Figure 1. Wires at chosen ports, followed through buffers.
(3 px per um)
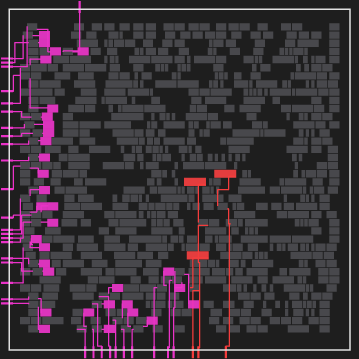
Figure 2. Signal wires on met1.
(4 px per um) Supply wires on this layer in grey.
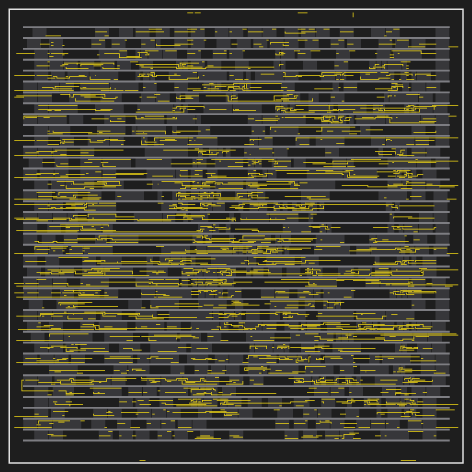
==> config.mk <==
export PLATFORM = sky130hd
export DESIGN_NAME = queue_op_initiator
export DESIGN_NICKNAME = d
export VERILOG_FILES = /design/src/rtl/queue_op_initiator.sv
export SDC_FILE = /design/constraint.sdc
export NUM_CORES = 1
export LEC_CHECK = 0
export ABC_CLOCK_PERIOD_IN_PS = 3800
export CORE_MARGIN = 3
export CORE_UTILIZATION = 41
export CTS_CLUSTER_SIZE = 16
export DETAILED_ROUTE_END_ITERATION = 12
export MAX_ROUTING_LAYER = met4
export PLACE_DENSITY_LB_ADDON = 0.05
export SLEW_MARGIN = 20
export SYNTH_ARGS = -nofsm -noshare
export SYNTH_HDL_FRONTEND = slang
export SYNTH_SLANG_ARGS = --single-unit
==> constraint.sdc <==
create_clock -name clk_i -period 3.8 [get_ports clk_i]
set_input_delay 0.76 -clock clk_i [delete_from_list [all_inputs] [get_ports clk_i]]
set_output_delay 0.76 -clock clk_i [all_outputs]
set_load 0.005 [all_outputs]
==> src/rtl/queue_op_initiator.sv <==
// rtl/queue_op_initiator.sv - one-at-a-time requester for the six-operation queue controller
// Latches a command, drives the matching req until its cpl (or a timeout), then returns a response.
module queue_op_initiator #(
    parameter int p_depth     = 32,
    parameter int p_ptrwidth  = $clog2(p_depth),
    parameter int p_chanwidth = 32,
    parameter int p_timeout   = 64
) (
    input  logic                   clk_i,
    input  logic                   rst_i,

    input  logic                   cmd_val_i,
    output logic                   cmd_rdy_o,
    input  logic [2:0]             cmd_op_i,
    input  logic [p_ptrwidth-1:0]  cmd_tag_i,
    input  logic [p_chanwidth-1:0] cmd_data_i,

    output logic                   rsp_val_o,
    input  logic                   rsp_rdy_i,
    output logic [2:0]             rsp_op_o,
    output logic [p_ptrwidth-1:0]  rsp_tag_o,
    output logic [p_chanwidth-1:0] rsp_data_o,
    output logic [1:0]             rsp_status_o,
    output logic                   err_stray_o,

    output logic                   enq_back_req_o,
    output logic                   enq_front_req_o,
    output logic                   deq_front_req_o,
    output logic                   deq_back_req_o,
    output logic                   upd_req_o,
    output logic                   del_req_o,

    input  logic                   enq_back_cpl_i,
    input  logic                   enq_front_cpl_i,
    input  logic                   deq_front_cpl_i,
    input  logic                   deq_back_cpl_i,
    input  logic                   upd_cpl_i,
    input  logic                   del_cpl_i,

    output logic [p_chanwidth-1:0] enq_back_data_o,
    output logic [p_chanwidth-1:0] enq_front_data_o,
    output logic [p_chanwidth-1:0] upd_data_in_o,
    output logic [p_ptrwidth-1:0]  upd_tag_in_o,
    output logic [p_ptrwidth-1:0]  del_tag_in_o,

    input  logic [p_ptrwidth-1:0]  enq_back_tag_out_i,
    input  logic [p_ptrwidth-1:0]  enq_front_tag_out_i,
    input  logic [p_chanwidth-1:0] deq_front_data_i,
    input  logic [p_chanwidth-1:0] deq_back_data_i
);

    localparam int CW = $clog2(p_timeout + 1);
    localparam logic [CW-1:0] TMO_LAST = CW'(p_timeout - 1);

    localparam logic [2:0] OP_ENQ_BACK  = 3'd0;
    localparam logic [2:0] OP_ENQ_FRONT = 3'd1;
    localparam logic [2:0] OP_DEQ_FRONT = 3'd2;
    localparam logic [2:0] OP_DEQ_BACK  = 3'd3;
    localparam logic [2:0] OP_UPD       = 3'd4;
    localparam logic [2:0] OP_DEL       = 3'd5;

    localparam logic [1:0] ST_OK      = 2'd0;
    localparam logic [1:0] ST_TIMEOUT = 2'd1;
    localparam logic [1:0] ST_BADOP   = 2'd2;

    typedef enum logic [1:0] {
        S_IDLE,
        S_ISSUE,
        S_RESP
    } state_t;

    state_t                 state_q;
    logic [2:0]             op_q;
    logic [p_ptrwidth-1:0]  tag_q;
    logic [p_chanwidth-1:0] data_q;
    logic [CW-1:0]          cnt_q;
    logic [CW-1:0]          cnt_d;
    logic [2:0]             rsp_op_q;
    logic [p_ptrwidth-1:0]  rsp_tag_q;
    logic [p_chanwidth-1:0] rsp_data_q;
    logic [1:0]             rsp_status_q;
    logic                   err_stray_q;

    logic [5:0]             cpl_vec;
    logic [5:0]             op_onehot;
    logic [5:0]             req_vec;
    logic                   cpl_match;
    logic                   stray;
    logic [p_ptrwidth-1:0]  cpl_tag;
    logic [p_chanwidth-1:0] cpl_data;
    logic [p_ptrwidth-1:0]  tmo_tag;

    assign cpl_vec = {del_cpl_i, upd_cpl_i, deq_back_cpl_i,
                      deq_front_cpl_i, enq_front_cpl_i, enq_back_cpl_i};

    // Opcodes 6/7 shift out of range and yield an all-zero mask.
    assign op_onehot = 6'b000001 << op_q;
    assign cpl_match = |(cpl_vec & op_onehot);

    // Req drops combinationally with its own cpl so the controller never sees it twice.
    assign req_vec = (state_q == S_ISSUE) ? (op_onehot & ~cpl_vec) : 6'b0;

    assign stray = (|cpl_vec) && ((state_q != S_ISSUE) || (|(cpl_vec & ~op_onehot)));

    assign cnt_d = (cnt_q == {CW{1'b1}}) ? cnt_q : cnt_q + 1'b1;

    always_comb begin
        cpl_tag  = '0;
        cpl_data = '0;
        case (op_q)
            OP_ENQ_BACK:  cpl_tag  = enq_back_tag_out_i;
            OP_ENQ_FRONT: cpl_tag  = enq_front_tag_out_i;
            OP_DEQ_FRONT: cpl_data = deq_front_data_i;
            OP_DEQ_BACK:  cpl_data = deq_back_data_i;
            OP_UPD:       cpl_tag  = tag_q;
            OP_DEL:       cpl_tag  = tag_q;
            default: ;
        endcase
    end

    assign tmo_tag = ((op_q == OP_UPD) || (op_q == OP_DEL)) ? tag_q : '0;

    always_ff @(posedge clk_i) begin
        if (rst_i) begin
            state_q      <= S_IDLE;
            op_q         <= '0;
            tag_q        <= '0;
            data_q       <= '0;
            cnt_q        <= '0;
            rsp_op_q     <= '0;
            rsp_tag_q    <= '0;
            rsp_data_q   <= '0;
            rsp_status_q <= '0;
            err_stray_q  <= 1'b0;
        end else begin
            if (stray) begin
                err_stray_q <= 1'b1;
            end
            case (state_q)
                S_IDLE: begin
                    if (cmd_val_i) begin
                        op_q   <= cmd_op_i;
                        tag_q  <= cmd_tag_i;
                        data_q <= cmd_data_i;
                        cnt_q  <= '0;
                        if (cmd_op_i > OP_DEL) begin
                            rsp_op_q     <= cmd_op_i;
                            rsp_tag_q    <= '0;
                            rsp_data_q   <= '0;
                            rsp_status_q <= ST_BADOP;
                            state_q      <= S_RESP;
                        end else begin
                            state_q <= S_ISSUE;
                        end
                    end
                end
                S_ISSUE: begin
                    // A matching cpl in the last allowed cycle still counts as success.
                    if (cpl_match) begin
                        rsp_op_q     <= op_q;
                        rsp_tag_q    <= cpl_tag;
                        rsp_data_q   <= cpl_data;
                        rsp_status_q <= ST_OK;
                        state_q      <= S_RESP;
                    end else if (cnt_q == TMO_LAST) begin
                        rsp_op_q     <= op_q;
                        rsp_tag_q    <= tmo_tag;
                        rsp_data_q   <= '0;
                        rsp_status_q <= ST_TIMEOUT;
                        state_q      <= S_RESP;
                    end else begin
                        cnt_q <= cnt_d;
                    end
                end
                S_RESP: begin
                    if (rsp_rdy_i) begin
                        state_q <= S_IDLE;
                    end
                end
                default: state_q <= S_IDLE;
            endcase
        end
    end

    assign cmd_rdy_o    = (state_q == S_IDLE);
    assign rsp_val_o    = (state_q == S_RESP);
    assign rsp_op_o     = rsp_op_q;
    assign rsp_tag_o    = rsp_tag_q;
    assign rsp_data_o   = rsp_data_q;
    assign rsp_status_o = rsp_status_q;
    assign err_stray_o  = err_stray_q;

    assign enq_back_req_o  = req_vec[0];
    assign enq_front_req_o = req_vec[1];
    assign deq_front_req_o = req_vec[2];
    assign deq_back_req_o  = req_vec[3];
    assign upd_req_o       = req_vec[4];
    assign del_req_o       = req_vec[5];

    assign enq_back_data_o  = data_q;
    assign enq_front_data_o = data_q;
    assign upd_data_in_o    = data_q;
    assign upd_tag_in_o     = tag_q;
    assign del_tag_in_o     = tag_q;

endmodule

==> Changelog: implementation <==
### Changed

- Number of max-capacitance violations reported: 0
- Number of standard cells after synthesis: 498
- Sum of negative setup slack: 0 ns
- Critical Path Start Type: register
- Comb group: 0.000605 W
- Netlist cell types: between 40 and 50
- Detail-routed net length per standard cell: 16.3 um
- Post-synthesis average cell area: 9.44 sq um
- Total length of routed met3 wires: 948 um
- Part of the total power dissipated in sequential elements: about 41%
- Routed via count divided by cell count: 4.99
- Power dissipated in the clock network: 0.000965 W
- Chain of cells forming the critical path: nand2b_1 -> nor2_1 -> nand2_1 -> nor3b_1 -> clkdlybuf4s50_1
- Area of the die: roughly 13,000 sq um
- Net Switching: 0.000664 W
- Final sequential cell count: 92
- Area of the core: 11,000 sq um
- Count of standard-cell rows: 38
- Non-clock buffering overhead in the final layout: a little under 40%
- Final setup violating endpoints: 0
- Die y size: about 110 um
- Maximum ir drop on the vdd rail: between 0.00015 and 0.0002 V
- Part of the power in the clock network: ~37%
- Arrival time at the worst endpoint: ~2.2 ns
- Mapped Area: 4700 sq um
- Clock network latency to the later pin of the worst-skew pair: ~0.33 ns
- Path class of the lowest-slack min-delay path: reg -> reg
- Slowest cell on the critical path: clkdlybuf4s50_1
- Amount of wire on met2 after detailed routing: 7.09 mm
- Total sequential power: around 0.0011 W
- First-pass GRT wire length: 21.1 mm
- Critical path endpoint category: output port
- Hold Worst Slack: 0.433 ns
- Run status: finished clean
- Layout Nets: between 800 and 900
- Top power group: sequential cells
- Share of total power consumed by net switching: 25.2%
- Non-clock buffer total of the final layout: between 200 and 300
- Total iterations of the first detailed-routing run: 5
Back to the opening pictures, Figure 1:
Key: red = rsp_op_o [direction output, edge south, end cells 3, buffers 3, wire 161 um]; magenta = deq_front_data_i [direction input, edge 21 west, 10 south, 1 north, end cells 32, buffers 32, wire 506 um]
IO buf count: 280
num ports: 281

Back to the opening pictures, Figure 2:
The wires run mostly horizontal. 696 nets have wire on it. The longest straight run is 40.5 um. The layer carries 5,450 um of wire. The layer holds 40% of the routed length.
post-detailed-routing wire length: 13.7 mm
via count: 4,190

worst paths after layout:
path / slack, ns / cells past startpoint / endpoint / start
setup / recovery: 0.80 / 5 / deq_back_req_o / state_q[0]
hold / removal: 0.43 / 2 / cnt_q[6] / cnt_q[6]
setup reg to reg: 1.45 / 5 / rsp_data_o[10] / op_q[1]
hold reg to reg: 0.43 / 2 / cnt_q[6] / cnt_q[6]
per-stage QoR:
step / power (W) / cell area [sq um] / std cells / setup slack (ns)
final: 0.00264 / 7290 / 839 / 0.802
after global routing: 0.00275 / 7290 / 839 / 0.631
after CTS: 0.00266 / 7290 / 839 / 0.782
after detailed placement: 0.00170 / 6960 / 823 / 0.815
after global placement: 0.00169 / 6960 / 823 / 0.894
after floorplan: 0.00140 / 4700 / 498 / 1.78
critical path, delay by kind of cell, from the launching register on:
kind | cells | cell delay, ns
DFF | 1 | 0.42
and+or+nand+nor | 4 | 0.93
buffers and inverters | 1 | 0.55
metal layers:
metal | vias to the layer above | GRT usage, %
li1 | 2042 | -
met1 | 1943 | 24.2
met2 | 191 | 37.0
met3 | 14 | 4.17
met4 | 0 | 5.93
met5 | - | -
cells in the final DEF, fill, tap and decap left out, types with 2 or more instances in the layout:
cell / n
clkdlybuf4s50_1: 279
dfxtp_1: 91
nand2_1: 89
a21oi_1: 45
mux2i_1: 36
o2bb2ai_2: 30
nor2_1: 28
clkbuf_16: 9
mux2_2: 6
a211oi_2: 6
buf_4: 6
a22oi_1: 5
nand2b_1: 4
nor3b_1: 4
and3_1: 4
nand4_1: 4
nor3_1: 3
a211oi_1: 3
o2bb2ai_1: 3
xor2_1: 3
or3_1: 2
nor4b_1: 2
nor2b_1: 2
o22ai_1: 2
a31oi_1: 2
o21ai_0: 2
nand3_1: 2
xnor2_1: 2
clkinv_4: 2
bufinv_16: 2
clkinv_2: 2
state kept, by name (all words and copies together), names as in the netlist:
name,cells
cnt_q,7
del_tag_in_o,5
enq_back_data_o,32
err_stray_o,1
op_q,3
rsp_data_o,32
rsp_op_o,3
rsp_status_o,2
rsp_tag_o,5
state_q,2
kinds of logic after synthesis:
logic type      count (synthesis)  synth area share, %
simple gates                  151                 14.3
compound gates                105                 20.0
buf+inv                       102                 16.3
flops                          92                 39.2
mux                            42                 9.10
xor+xnor                        5                0.932
fa+ha+maj                       1                0.266
synth_stat cells, types with 2 or more instances:
cell,number,area [sq um]
o22ai_1,2,12.5
nand4_1,4,25.0
a22oi_1,5,37.5
mux2i_1,36,360
o2bb2ai_1,3,26.3
dfxtp_1,92,1840
buf_8,3,45.0
nand2b_1,4,25.0
and3_1,4,25.0
xor2_1,3,26.3
nor3b_1,4,30.0
buf_2,3,15.0
buf_6,5,56.3
nor2_1,28,105
buf_4,69,518
or3_1,3,18.8
buf_12,3,60.1
buf_1,3,11.3
nand3_1,2,10.0
o2bb2ai_2,30,450
xnor2_1,2,17.5
nor4b_1,2,17.5
a21oi_1,45,225
a31oi_1,2,12.5
a211oi_2,6,75.1
o21ai_0,2,10.0
nor2b_1,2,12.5
clkbuf_1,15,56.3
mux2_2,6,67.6
nand2_1,89,334
a211oi_1,3,22.5
nor3_1,3,15.0
No activity file was given, so power comes from the tool's default toggle rates.
